<file path="src/rtl/symbolic_qkd_bank_if.sv">
// Port bundle between the key-provisioning controller (master) and the QKD cell bank (slave).
interface symbolic_qkd_bank_if #(
  parameter int DATA_W = 8,
  parameter int DEPTH  = 4,
  parameter int ID_W   = 4,
  parameter int TIME_W = 8
);
  localparam int ADDR_W = $clog2(DEPTH);
  localparam int CNT_W  = $clog2(DEPTH + 1);

  logic              init;
  logic [ADDR_W-1:0] init_addr;
  logic [ID_W-1:0]   init_id;
  logic [TIME_W-1:0] init_t_start;
  logic [TIME_W-1:0] init_t_end;
  logic              read;
  logic [ADDR_W-1:0] rd_addr;
  logic [1:0]        basis_in;
  logic [1:0]        phase_in;
  logic [ID_W-1:0]   identity_in;
  logic [TIME_W-1:0] time_in;
  logic              fuse_blow;
  logic [DATA_W-1:0] value_out;
  logic              rd_valid;
  logic              rd_ok;
  logic              pad_enable;
  logic              fuse_fire;
  logic [CNT_W-1:0]  live_count;
  logic              locked;

  modport master (
    output init, init_addr, init_id, init_t_start, init_t_end,
    output read, rd_addr, basis_in, phase_in, identity_in, time_in, fuse_blow,
    input  value_out, rd_valid, rd_ok, pad_enable, fuse_fire, live_count, locked
  );

  modport slave (
    input  init, init_addr, init_id, init_t_start, init_t_end,
    input  read, rd_addr, basis_in, phase_in, identity_in, time_in, fuse_blow,
    output value_out, rd_valid, rd_ok, pad_enable, fuse_fire, live_count, locked
  );
endinterface

</file>
<file path="src/rtl/symbolic_qkd_bank.sv">
// Bank of read-once QKD cells with LFSR-derived tags, registered one-cycle reads and global lockout.
// Define QKD_FAIL_LOCKOUT_EN to let MAX_FAILS failed reads lock the bank like fuse_blow.
module symbolic_qkd_bank #(
  parameter int          DATA_W    = 8,
  parameter int          DEPTH     = 4,
  parameter int          ID_W      = 4,
  parameter int          TIME_W    = 8,
  parameter int          MAX_FAILS = 3,
  parameter logic [15:0] LFSR_SEED = 16'hACE1
) (
  input logic               clk,
  input logic               reset_n,
  symbolic_qkd_bank_if.slave bus
);
  localparam int ADDR_W = $clog2(DEPTH);
  localparam int CNT_W  = $clog2(DEPTH + 1);

  typedef enum logic [1:0] {EMPTY, ARMED, COLLAPSED, DEAD} cell_state_t;

  logic [15:0]       lfsr_reg;
  logic [15:0]       lfsr_next;
  logic [DATA_W-1:0] noise;
  logic              locked_reg;
  logic              lock_now;
  logic [DEPTH-1:0]  rd_sel;
  logic [DEPTH-1:0]  init_sel;
  logic [DEPTH-1:0]  armed_vec;
  logic [DEPTH-1:0]  auth_vec;
  logic [DATA_W-1:0] cell_value [DEPTH];
  logic [DATA_W-1:0] sel_value;
  logic              rd_auth;
  logic              rd_armed;
  logic              ok_next;
  logic              live_inc;
  logic              live_dec;
  logic [DATA_W-1:0] value_out_reg;
  logic              rd_valid_reg;
  logic              rd_ok_reg;
  logic              fuse_fire_reg;
  logic [CNT_W-1:0]  live_count_reg;

  // Fibonacci form of x^16+x^14+x^13+x^11+1, shifting toward bit 0
  assign lfsr_next = {lfsr_reg[0] ^ lfsr_reg[2] ^ lfsr_reg[3] ^ lfsr_reg[5], lfsr_reg[15:1]};
  assign noise     = lfsr_reg[DATA_W-1:0];

  for (genvar gi = 0; gi < DEPTH; gi++) begin : g_cell
    cell_state_t       state_reg;
    logic [DATA_W-1:0] value_reg;
    logic [1:0]        basis_reg;
    logic [1:0]        phase_reg;
    logic [ID_W-1:0]   id_reg;
    logic [TIME_W-1:0] t_start_reg;
    logic [TIME_W-1:0] t_end_reg;

    assign rd_sel[gi]     = bus.read && (bus.rd_addr == ADDR_W'(gi));
    assign init_sel[gi]   = bus.init && (bus.init_addr == ADDR_W'(gi));
    assign armed_vec[gi]  = (state_reg == ARMED);
    assign cell_value[gi] = value_reg;
    assign auth_vec[gi]   = armed_vec[gi] && !locked_reg
                            && (bus.basis_in == basis_reg) && (bus.phase_in == phase_reg)
                            && (bus.identity_in == id_reg)
                            && (bus.time_in >= t_start_reg) && (bus.time_in <= t_end_reg);

    // Lock beats read beats init; a read to this cell masks a same-cycle init
    always_ff @(posedge clk or negedge reset_n) begin
      if (!reset_n) begin
        state_reg   <= EMPTY;
        value_reg   <= '0;
        basis_reg   <= '0;
        phase_reg   <= '0;
        id_reg      <= '0;
        t_start_reg <= '0;
        t_end_reg   <= '0;
      end else if (lock_now || locked_reg) begin
        state_reg   <= DEAD;
        value_reg   <= '0;
        basis_reg   <= '0;
        phase_reg   <= '0;
        id_reg      <= '0;
        t_start_reg <= '0;
        t_end_reg   <= '0;
      end else if (rd_sel[gi]) begin
        if (state_reg == ARMED) begin
          state_reg <= COLLAPSED;
          value_reg <= noise;
        end
      end else if (init_sel[gi]) begin
        state_reg   <= ARMED;
        value_reg   <= noise;
        basis_reg   <= lfsr_reg[1:0];
        phase_reg   <= lfsr_reg[3:2];
        id_reg      <= bus.init_id;
        t_start_reg <= bus.init_t_start;
        t_end_reg   <= bus.init_t_end;
      end
    end
  end

  always_comb begin
    sel_value = '0;
    for (int i = 0; i < DEPTH; i++) begin
      if (rd_sel[i]) sel_value = sel_value | cell_value[i];
    end
  end

  // Out-of-range addresses select no cell and therefore fall through as failed reads
  assign rd_auth  = |(rd_sel & auth_vec);
  assign rd_armed = |(rd_sel & armed_vec);
  assign ok_next  = bus.read && rd_auth && !bus.fuse_blow;
  assign live_dec = bus.read && rd_armed;
  assign live_inc = |(init_sel & ~rd_sel & ~armed_vec);

`ifdef QKD_FAIL_LOCKOUT_EN
  localparam int FAIL_W = $clog2(MAX_FAILS + 1);
  logic [FAIL_W-1:0] fail_count_reg;
  logic [FAIL_W-1:0] fail_count_next;
  logic              fail_event;

  assign fail_event = bus.read && !locked_reg && !bus.fuse_blow && !rd_auth;

  always_comb begin
    fail_count_next = fail_count_reg;
    if (fail_event && (fail_count_reg != FAIL_W'(MAX_FAILS))) begin
      fail_count_next = fail_count_reg + 1'b1;
    end
  end

  assign lock_now = bus.fuse_blow || (fail_event && (fail_count_next == FAIL_W'(MAX_FAILS)));

  always_ff @(posedge clk or negedge reset_n) begin
    if (!reset_n) fail_count_reg <= '0;
    else          fail_count_reg <= fail_count_next;
  end
`else
  assign lock_now = bus.fuse_blow;
`endif

  always_ff @(posedge clk or negedge reset_n) begin
    if (!reset_n) begin
      lfsr_reg       <= LFSR_SEED;
      locked_reg     <= 1'b0;
      value_out_reg  <= '0;
      rd_valid_reg   <= 1'b0;
      rd_ok_reg      <= 1'b0;
      fuse_fire_reg  <= 1'b0;
      live_count_reg <= '0;
    end else begin
      lfsr_reg      <= lfsr_next;
      locked_reg    <= locked_reg | lock_now;
      rd_valid_reg  <= bus.read;
      rd_ok_reg     <= ok_next;
      value_out_reg <= ok_next ? sel_value : noise;
      fuse_fire_reg <= bus.read && rd_armed && !locked_reg && !bus.fuse_blow;
      if (lock_now || locked_reg) begin
        live_count_reg <= '0;
      end else begin
        live_count_reg <= live_count_reg + CNT_W'(live_inc) - CNT_W'(live_dec);
      end
    end
  end

  assign bus.value_out  = value_out_reg;
  assign bus.rd_valid   = rd_valid_reg;
  assign bus.rd_ok      = rd_ok_reg;
  assign bus.pad_enable = rd_valid_reg & rd_ok_reg & ~locked_reg;
  assign bus.fuse_fire  = fuse_fire_reg;
  assign bus.live_count = live_count_reg;
  assign bus.locked     = locked_reg;
endmodule

</file>
<file path="src/flat_wrapper.sv">
// flat-port wrapper written by rule: the top's interface ports become plain ports
module symbolic_qkd_bank_flat 
#(
  parameter int          DATA_W    = 8,
  parameter int          DEPTH     = 4,
  parameter int          ID_W      = 4,
  parameter int          TIME_W    = 8,
  parameter int          MAX_FAILS = 3,
  parameter logic [15:0] LFSR_SEED = 16'hACE1
)
  (clk, reset_n, bus_init, bus_init_addr, bus_init_id, bus_init_t_start, bus_init_t_end, bus_read, bus_rd_addr, bus_basis_in, bus_phase_in, bus_identity_in, bus_time_in, bus_fuse_blow, bus_value_out, bus_rd_valid, bus_rd_ok, bus_pad_enable, bus_fuse_fire, bus_live_count, bus_locked);
  symbolic_qkd_bank_if #(.DATA_W(DATA_W), .DEPTH(DEPTH), .ID_W(ID_W), .TIME_W(TIME_W)) bus_i ();
  input logic clk;
  input logic reset_n;
  input wire logic [$bits(bus_i.init)-1:0] bus_init;
  input wire logic [$bits(bus_i.init_addr)-1:0] bus_init_addr;
  input wire logic [$bits(bus_i.init_id)-1:0] bus_init_id;
  input wire logic [$bits(bus_i.init_t_start)-1:0] bus_init_t_start;
  input wire logic [$bits(bus_i.init_t_end)-1:0] bus_init_t_end;
  input wire logic [$bits(bus_i.read)-1:0] bus_read;
  input wire logic [$bits(bus_i.rd_addr)-1:0] bus_rd_addr;
  input wire logic [$bits(bus_i.basis_in)-1:0] bus_basis_in;
  input wire logic [$bits(bus_i.phase_in)-1:0] bus_phase_in;
  input wire logic [$bits(bus_i.identity_in)-1:0] bus_identity_in;
  input wire logic [$bits(bus_i.time_in)-1:0] bus_time_in;
  input wire logic [$bits(bus_i.fuse_blow)-1:0] bus_fuse_blow;
  output wire logic [$bits(bus_i.value_out)-1:0] bus_value_out;
  output wire logic [$bits(bus_i.rd_valid)-1:0] bus_rd_valid;
  output wire logic [$bits(bus_i.rd_ok)-1:0] bus_rd_ok;
  output wire logic [$bits(bus_i.pad_enable)-1:0] bus_pad_enable;
  output wire logic [$bits(bus_i.fuse_fire)-1:0] bus_fuse_fire;
  output wire logic [$bits(bus_i.live_count)-1:0] bus_live_count;
  output wire logic [$bits(bus_i.locked)-1:0] bus_locked;
  assign bus_i.init = bus_init;
  assign bus_i.init_addr = bus_init_addr;
  assign bus_i.init_id = bus_init_id;
  assign bus_i.init_t_start = bus_init_t_start;
  assign bus_i.init_t_end = bus_init_t_end;
  assign bus_i.read = bus_read;
  assign bus_i.rd_addr = bus_rd_addr;
  assign bus_i.basis_in = bus_basis_in;
  assign bus_i.phase_in = bus_phase_in;
  assign bus_i.identity_in = bus_identity_in;
  assign bus_i.time_in = bus_time_in;
  assign bus_i.fuse_blow = bus_fuse_blow;
  assign bus_value_out = bus_i.value_out;
  assign bus_rd_valid = bus_i.rd_valid;
  assign bus_rd_ok = bus_i.rd_ok;
  assign bus_pad_enable = bus_i.pad_enable;
  assign bus_fuse_fire = bus_i.fuse_fire;
  assign bus_live_count = bus_i.live_count;
  assign bus_locked = bus_i.locked;
  symbolic_qkd_bank #(.DATA_W(DATA_W), .DEPTH(DEPTH), .ID_W(ID_W), .TIME_W(TIME_W), .MAX_FAILS(MAX_FAILS), .LFSR_SEED(LFSR_SEED)) u_core (.clk(clk), .reset_n(reset_n), .bus(bus_i));
endmodule
</file>
<file path="config.mk">
export PLATFORM = sky130hd
export DESIGN_NAME = symbolic_qkd_bank_flat
export DESIGN_NICKNAME = d
export VERILOG_FILES = /design/src/rtl/symbolic_qkd_bank_if.sv /design/src/rtl/symbolic_qkd_bank.sv /design/src/flat_wrapper.sv
export SDC_FILE = /design/constraint.sdc
export NUM_CORES = 1
export LEC_CHECK = 0
export CAP_MARGIN = 20
export CORE_MARGIN = 1
export CORE_UTILIZATION = 30
export DETAILED_ROUTE_END_ITERATION = 6
export HOLD_SLACK_MARGIN = 0.02
export SLEW_MARGIN = 20
export SYNTH_ARGS = -nofsm -noshare
export SYNTH_HDL_FRONTEND = slang
export SYNTH_SLANG_ARGS = --single-unit
</file>
<file path="constraint.sdc">
create_clock -name clk -period 2.7 [get_ports clk]
set_clock_uncertainty 0.05 [all_clocks]
set_input_delay 0.675 -clock clk [delete_from_list [all_inputs] [get_ports clk]]
set_output_delay 0.675 -clock clk [all_outputs]
set_load 0.02 [all_outputs]
</file>
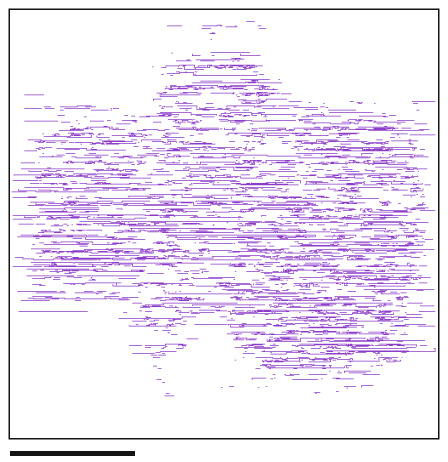
**Above:** the metal 1 layer.
Scale bar: 50 µm.
share of all routed wire: 47%
main direction: horizontal
nets with wire on the layer: 1094
WL final: 24300 µm
total vias in the final route: 6935

==> metrics.log <==
[report] implementation figures
INFO  metric outcome = finished, final reports clean
INFO  metric largest_net_degree_at_the_start_of_global_routing = between 60 and 70
INFO  metric timing.hold.worst.class = primary input to asynchronous set/reset pin
INFO  metric drt-initial-drc-count = 478
INFO  metric synth-area-yosys = around 8600 µm²
INFO  metric final.period_utilization = between 90 and 100%
INFO  metric route.detailed.drc = 0
INFO  metric dpl_worst_slack = -0.916 ns
INFO  metric power_switching_share = a little under a quarter
INFO  metric place.gp.congestion = approximately 0.86
INFO  metric ff_type = sky130_fd_sc_hd__dfrtp_1
INFO  metric slowest_cell_delay_on_critical_path = ~0.45 ns
INFO  metric cp_data_required_time = ~3.0 ns
INFO  metric track_usage = between 10% and 20%
INFO  metric crit_path_start_kind = primary input
INFO  metric fillerInstances = 2766
INFO  metric timing_worst_setup_path_type = primary input to register
INFO  metric grt_remaining_overflow = 0
INFO  metric cp.depth = 12
INFO  metric setup_slack = 0.0179 ns
INFO  metric worst_r2r_path_depth = 9
INFO  metric post_drt_via_cell_ratio = ~4.8
INFO  metric post-place-cells = 1397
INFO  metric synthMostInstantiatedCell = sky130_fd_sc_hd__nand2_1
INFO  metric finalInstanceArea = ~11000 µm²
INFO  metric timing.max_slew.rel_slack = just under 70%
INFO  metric numSynthFlops = 167
INFO  metric maxSlewViolCount = 0
INFO  metric dieHeight = roughly 170 µm
INFO  metric yosysCellCount = ~930
INFO  metric layoutNonFillerInstCount = 1445
INFO  metric drt-pass1-iter-count = 7
INFO  metric final_layout_top_logic_cells = sky130_fd_sc_hd__nand2_1, sky130_fd_sc_hd__dfrtp_1, sky130_fd_sc_hd__a21oi_1
INFO  metric cts_tree = yes
INFO  metric cts.sink_count = ~170
INFO  metric place_area = between 10000 and 15000 µm²
INFO  metric syn2layout_area_growth = 30.9%
INFO  metric internal-power = 4210 µW
INFO  metric netSwitchingPower = roughly 1300 µW
INFO  metric die_width = ~170 µm
INFO  metric async_flop_share = 100%
INFO  metric std_cell_rows = slightly above 60
INFO  metric number_of_antenna_violations_at_the_first_check_in_global_routing = 1
INFO  metric critical_path.top_delay_family = AND-OR/OR-AND gates
INFO  metric mostFrequentLayoutCell = sky130_fd_sc_hd__nand2_1
INFO  metric cts.repair.resized = 52
INFO  metric critical_path.reg2reg.endpoint = u_core.bus.value_out[7]
INFO  metric hold_violation_count_in_the_final_report = 0
INFO  metric rsz0062_at_grt = yes
INFO  metric timing.critical_path.fanout_max = 8
INFO  metric design.core.area = between 20000 and 30000 µm²
INFO  metric dpl.hpwl = 16300 µm
INFO  metric synth.distinct_cells = about 48
INFO  metric clockBufferDepth = 2
INFO  metric synth_area_leader_cell = sky130_fd_sc_hd__dfrtp_1
INFO  metric drive_above_1_share = a little under a fifth
INFO  metric end_kind = register
INFO  metric vdd.ir_drop.worst = around 0.33 mV
INFO  metric io_pins = 61
INFO  metric chip_area = slightly below 30000 µm²
INFO  metric synthesized_net_count = between 1000 and 1500
INFO  metric drtAntennaViolNets = 0
INFO  metric hold_bufs_inserted_after_cts = 0
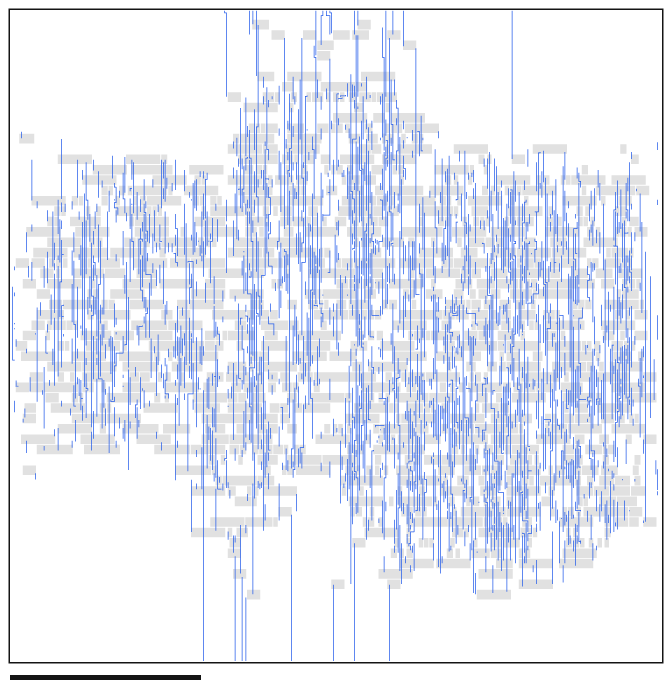
**Above:** signal wires on met2.
Scale bar: 50 µm. Cells faint in the background.
nets with wire on the layer: 931
share of all routed wire: 48%
met2 track demand over resource: 28.5%

-- worst max-delay path by stage --
stage	endpoint	slack (ns)	from
after detailed placement	u_core.bus.value_out[3]	-0.92	bus_time_in[6]
after global routing	u_core.bus.value_out[7]	-0.03	bus_time_in[1]
after global placement	u_core.bus.value_out[2]	-0.85	bus_time_in[5]
final	u_core.bus.value_out[7]	0.02	bus_time_in[1]
after CTS	u_core.bus.value_out[0]	0.003	bus_time_in[0]
after floorplan	u_core.bus.value_out[0]	-0.16	bus_time_in[0]
-- metal layers --
metal  GRT usage (%)  share of wire [%]  vias to the layer above  wire, µm
met1            23.3                 47                     3401     11400
met3            2.91                3.9                       27       945
met2            28.5                 48                      140     11600
li1                -                  -                     3367         -
met5               0                  0                        -         0
met4            4.70                1.6                        0       398
-- area by class of cell --
class	instances	area, µm²	area share, %
multi-input combinational	644	4280	38.1
clock buffer	23	458	4.08
timing repair buffer	151	1430	12.7
clock inverter	9	129	1.15
inverter	73	277	2.46
sequential	167	4190	37.3
tap	378	473	4.21
-- cell families after synthesis --
logic type	after synthesis	synth area share, %
multiplexers	16	3.15
XOR/XNOR	37	3.78
buffers and inverters	117	5.19
flip-flops	167	48.8
AND/OR/NAND/NOR	334	16.9
adder cells (fa/ha/maj)	67	9.86
AND-OR/OR-AND	190	12.3
-- power groups by stage --
stage | Sequential, µW | Clock, µW | Combinational [µW]
2_1_floorplan | 2550 | 0 | 175
3_3_place_gp | 2550 | 0 | 476
3_5_place_dp | 2550 | 0 | 481
4_1_cts | 2500 | 2510 | 509
5_1_grt | 2500 | 2610 | 586
6_report | 2500 | 2470 | 532
-- stage by stage --
stage / setup TNS, ns / util, %
floorplan: -1.30 / -
global placement: -9.52 / 36.5
global route: -0.207 / 40.2
detailed placement: -10.16 / 36.5
finish: 0 / 40.2
CTS: 0 / 39.4
Power is estimated from default activity; no workload was simulated.
